Gate-type map:
Drawn at 4 px/µm.
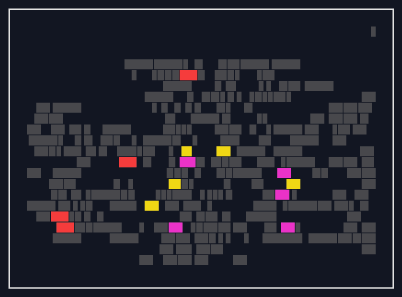
Metal layers overlaid:
Drawn at 4 px/µm.
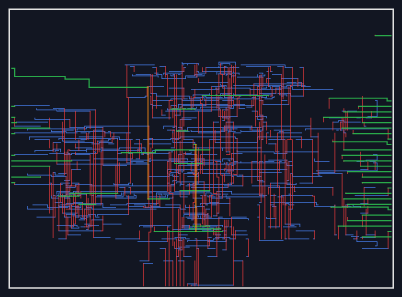
Clock nets:
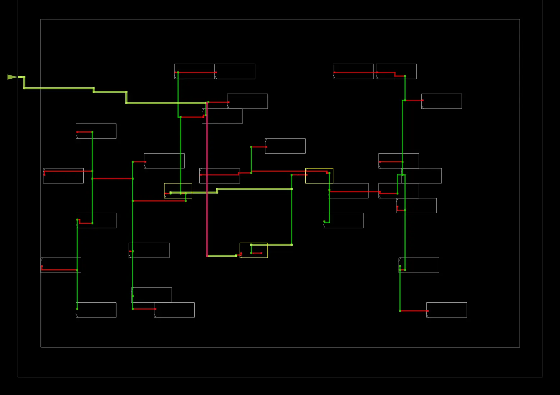
**src/rtl/screen_sequencer.sv**
```systemverilog
// screen_sequencer: menu/help/quiz/result/over screen sequencer for the VGA quiz.
// The internal state reacts to key/answer strobes; the displayed screen
// (screen_sel) only follows it at the frame boundary (DrawX==0, DrawY==480),
// so the visible screen changes at most once per frame.
// Ports:
//   vga_clk, Reset          pixel clock, synchronous active-high reset
//   DrawX, DrawY            current pixel position
//   key_valid, key_code     keyboard strobe and HID code
//   answer_valid/_correct   answer strobe and verdict
//   screen_sel              displayed screen (0 MENU .. 4 OVER)
//   menu_cursor             highlighted menu item (0 START, 1 HELP)
//   score, question_idx     correct answers / answers given this game
//   last_correct            verdict of the most recent answer
//   frame_tick              pulse in the cycle after the frame boundary
//   new_question            pulse when QUIZ becomes displayed
//   busy                    state differs from displayed screen
module screen_sequencer #(
  parameter int NUM_QUESTIONS = 10,
  parameter int RESULT_FRAMES = 120
) (
  input  logic       vga_clk,
  input  logic       Reset,
  input  logic [9:0] DrawX,
  input  logic [9:0] DrawY,
  input  logic       key_valid,
  input  logic [7:0] key_code,
  input  logic       answer_valid,
  input  logic       answer_correct,
  output logic [2:0] screen_sel,
  output logic [1:0] menu_cursor,
  output logic [3:0] score,
  output logic [3:0] question_idx,
  output logic       last_correct,
  output logic       frame_tick,
  output logic       new_question,
  output logic       busy
);

  typedef enum logic [2:0] {
    S_MENU   = 3'd0,
    S_HELP   = 3'd1,
    S_QUIZ   = 3'd2,
    S_RESULT = 3'd3,
    S_OVER   = 3'd4
  } state_t;

  localparam logic [7:0] KEY_UP    = 8'h52;
  localparam logic [7:0] KEY_DOWN  = 8'h51;
  localparam logic [7:0] KEY_ENTER = 8'h28;
  localparam logic [7:0] KEY_ESC   = 8'h29;

  localparam logic [3:0] NQ = 4'(NUM_QUESTIONS);
  localparam logic [7:0] RF = 8'(RESULT_FRAMES);

  state_t     state;
  logic [7:0] frame_cnt;
  logic [7:0] frame_cnt_inc;
  logic       frame_boundary;
  logic       key_enter;
  logic       key_esc;

  assign frame_boundary = (DrawX == 10'd0) && (DrawY == 10'd480);
  assign busy           = (3'(state) != screen_sel);
  assign frame_cnt_inc  = frame_cnt + 8'd1;
  assign key_enter      = key_valid && (key_code == KEY_ENTER);
  assign key_esc        = key_valid && (key_code == KEY_ESC);

  always_ff @(posedge vga_clk) begin
    if (Reset) begin
      state        <= S_MENU;
      screen_sel   <= '0;
      menu_cursor  <= '0;
      score        <= '0;
      question_idx <= '0;
      last_correct <= 1'b0;
      frame_cnt    <= '0;
      frame_tick   <= 1'b0;
      new_question <= 1'b0;
    end else begin
      frame_tick   <= frame_boundary;
      new_question <= frame_boundary && (state == S_QUIZ) && (screen_sel != 3'(S_QUIZ));
      if (frame_boundary)
        screen_sel <= 3'(state);

      // Every arm is gated by !busy; the default arm is not, so an
      // undefined encoding recovers even though it always looks busy.
      case (state)
        S_MENU: begin
          if (!busy && key_valid) begin
            case (key_code)
              KEY_UP:   menu_cursor <= 2'd0;
              KEY_DOWN: menu_cursor <= 2'd1;
              KEY_ENTER: begin
                if (menu_cursor == 2'd0) begin
                  state        <= S_QUIZ;
                  score        <= '0;
                  question_idx <= '0;
                end else begin
                  state <= S_HELP;
                end
              end
              default: ;
            endcase
          end
        end
        S_HELP: begin
          if (!busy && (key_esc || key_enter))
            state <= S_MENU;
        end
        S_QUIZ: begin
          // An answer in the same cycle as a key wins; the key is dropped.
          if (!busy && answer_valid) begin
            state        <= S_RESULT;
            last_correct <= answer_correct;
            frame_cnt    <= '0;
            if (question_idx < NQ)
              question_idx <= question_idx + 4'd1;
            if (answer_correct && (score < NQ))
              score <= score + 4'd1;
          end else if (!busy && key_esc) begin
            state <= S_MENU;
          end
        end
        S_RESULT: begin
          // Not busy here implies RESULT is displayed, so each frame_tick
          // (including the one that first shows it) is a displayed frame.
          if (!busy && frame_tick) begin
            frame_cnt <= frame_cnt_inc;
            if (frame_cnt_inc == RF)
              state <= (question_idx >= NQ) ? S_OVER : S_QUIZ;
          end
        end
        S_OVER: begin
          if (!busy && key_enter) begin
            state       <= S_MENU;
            menu_cursor <= 2'd0;
          end
        end
        default: state <= S_MENU;
      endcase
    end
  end

endmodule

```
**config.mk**
```make
export PLATFORM = sky130hd
export DESIGN_NAME = screen_sequencer
export DESIGN_NICKNAME = d
export VERILOG_FILES = /design/src/rtl/screen_sequencer.sv
export SDC_FILE = /design/constraint.sdc
export NUM_CORES = 1
export LEC_CHECK = 0
export CORE_ASPECT_RATIO = 0.7
export CORE_MARGIN = 4
export CORE_UTILIZATION = 31
export CTS_BUF_LIST = sky130_fd_sc_hd__clkbuf_8
export DETAILED_ROUTE_END_ITERATION = 16
export PLACE_DENSITY = 0.64
export SLEW_MARGIN = 20
export SYNTH_ARGS = -nofsm -noshare
export SYNTH_HDL_FRONTEND = slang
export SYNTH_SLANG_ARGS = --single-unit
```
**constraint.sdc**
```tcl
create_clock -name vga_clk -period 5.02 [get_ports vga_clk]
set_clock_uncertainty 0.1 [all_clocks]
set_input_delay 1.255 -clock vga_clk [delete_from_list [all_inputs] [get_ports vga_clk]]
set_output_delay 1.255 -clock vga_clk [all_outputs]
set_load 0.01 [all_outputs]
```
==> flow_metrics.env <==
# implementation run metrics
export IMPL_grtUsageMet3_pct=4.01
export IMPL_grt_pass1_wl_um=7080
export IMPL_setup_worst_path_start="state[2]$_SDFFE_PP0P_"
export IMPL_cp_cell_sequence="xor2_1 -> nor3_4 -> inv_2 -> clkdlybuf4s50_1"
export IMPL_tightest_slew_ps=1030
export IMPL_grt_max_degree=28
export IMPL_power_total_uw=366
export IMPL_min_from="last_correct$_SDFFE_PP0N_"
export IMPL_drt_iter0_drc=103
export IMPL_clockBufferDepth=2
export IMPL_combGateArea_mm2=0.00107
export IMPL_yosysUniqueCellTypes=59
export IMPL_wl_met3_um=460
export IMPL_timing_hold_violations_final=0
export IMPL_viasPerCell=5.31
export IMPL_clockRootBuffer="clkbuf_8"
export IMPL_die_w_um=95.6
export IMPL_ys_async_sr_fraction_pct=0
export IMPL_min_period_over_period_pct=67.5
export IMPL_path_clk_slew_ps=90
export IMPL_htreeDepth=1
export IMPL_yosys_warnings=0
export IMPL_crit_fanout=10
export IMPL_row_count=22
export IMPL_yosys_register_bits=26
export IMPL_inv_count=5
export IMPL_route_top_layer_used="met4"
export IMPL_wl_met1_um=2150
export IMPL_power_leakage_uw=0.000753
export IMPL_setup_viol=0
export IMPL_post_cts_setup_buffer_count=0
export IMPL_crit_arrival_ps=2030
export IMPL_setup_tns_ps=0
export IMPL_taps=72
export IMPL_cts_tree="done"
export IMPL_wirelength_um=4480
export IMPL_cp_end_kind="output port"
export IMPL_status="finished clean"
export IMPL_edf_count=0
export IMPL_clock_fmax_mhz=295
export IMPL_ir_drop_mv=0.121
## Picture notes: 'gate-type map'
- multiplexers: magenta (cells 5)
- adder and majority cells: red (cells 4)
- AND-OR and OR-AND gates: yellow (cells 5)
Finished Layout Cells: 317
dominant logic cell type in the layout: clkdlybuf4s50_1
multi-input gate share of total cell area: 48.1%

## Picture notes: 'metal layers overlaid'
- met1: blue (wire length 2150 µm)
- met3: green (wire length 461 µm)
- met4: orange (wire length 49.6 µm)
- met2: red (wire length 1820 µm)
Tot GR Track Use: 13.1%
WL per Instance: 14.1 µm
total number of vias: 1684

## Picture notes: 'clock nets'
Clock Power: 122 µW
latest clock arrival within the worst-skew pair: 280 ps
total CTS buffers: 3

==> synthesized netlist by cell type (2+ instances only) <==
cell type	number	share of area, %
a21oi_1	14	4.2
a311oi_1	7	3.7
a31oi_1	4	1.5
a41oi_1	2	1.1
and2_1	2	0.75
buf_6	2	1.4
clkbuf_1	5	1.1
dfxtp_1	26	31
ha_1	4	3.0
inv_1	4	0.90
mux2i_1	4	2.4
nand2_1	28	6.3
nand2b_1	2	0.75
nand3_1	10	3.0
nand3b_1	2	0.90
nand4b_1	4	2.1
nor2_1	19	4.3
nor2b_1	3	1.1
nor3_1	4	1.2
nor4_1	4	1.5
nor4bb_1	2	1.2
o21ai_0	12	3.6
or3_1	2	0.75
xor2_1	3	1.6
==> worst reg2reg max path, delay by kind of cell, from the launching register on <==
kind,cells,cell delay [ps]
AOI/OAI and AO/OA,3,710
DFF,1,590
and+or+nand+nor,2,840
==> flip-flops by register name, indices dropped and copies added (netlist names) <==
register      count
frame_cnt         8
question_idx      4
score             4
screen_sel        3
state             3
frame_tick        1
last_correct      1
menu_cursor       1
new_question      1
==> logic make-up after synthesis <==
family | synth area share [%]
AND-OR/OR-AND | 22.0
multiplexers | 3.08
buffers and inverters | 4.58
XOR/XNOR | 3.23
adder cells (fa/ha/maj) | 3.01
AND/OR/NAND/NOR | 32.6
flip-flops | 31.3
other | 0.225
==> stage by stage <==
| step | worst slack, ps | cell area [µm²] |
|---|---|---|
| 2_1_floorplan | 2330 | 1670 |
| 6_report | 1630 | 2220 |
| 5_1_grt | 1540 | 2220 |
| 3_3_place_gp | 1760 | 2180 |
| 4_1_cts | 1620 | 2220 |
| 3_5_place_dp | 1670 | 2180 |
==> power breakdown <==
part | switching (µW) | total, µW | internal, µW
sequential | 0.0917 | 206 | 206
clock | 68.5 | 122 | 54.0
combinational | 12.2 | 37.7 | 25.5
Power figures rest on the tool's default switching activity, not on a simulated workload.
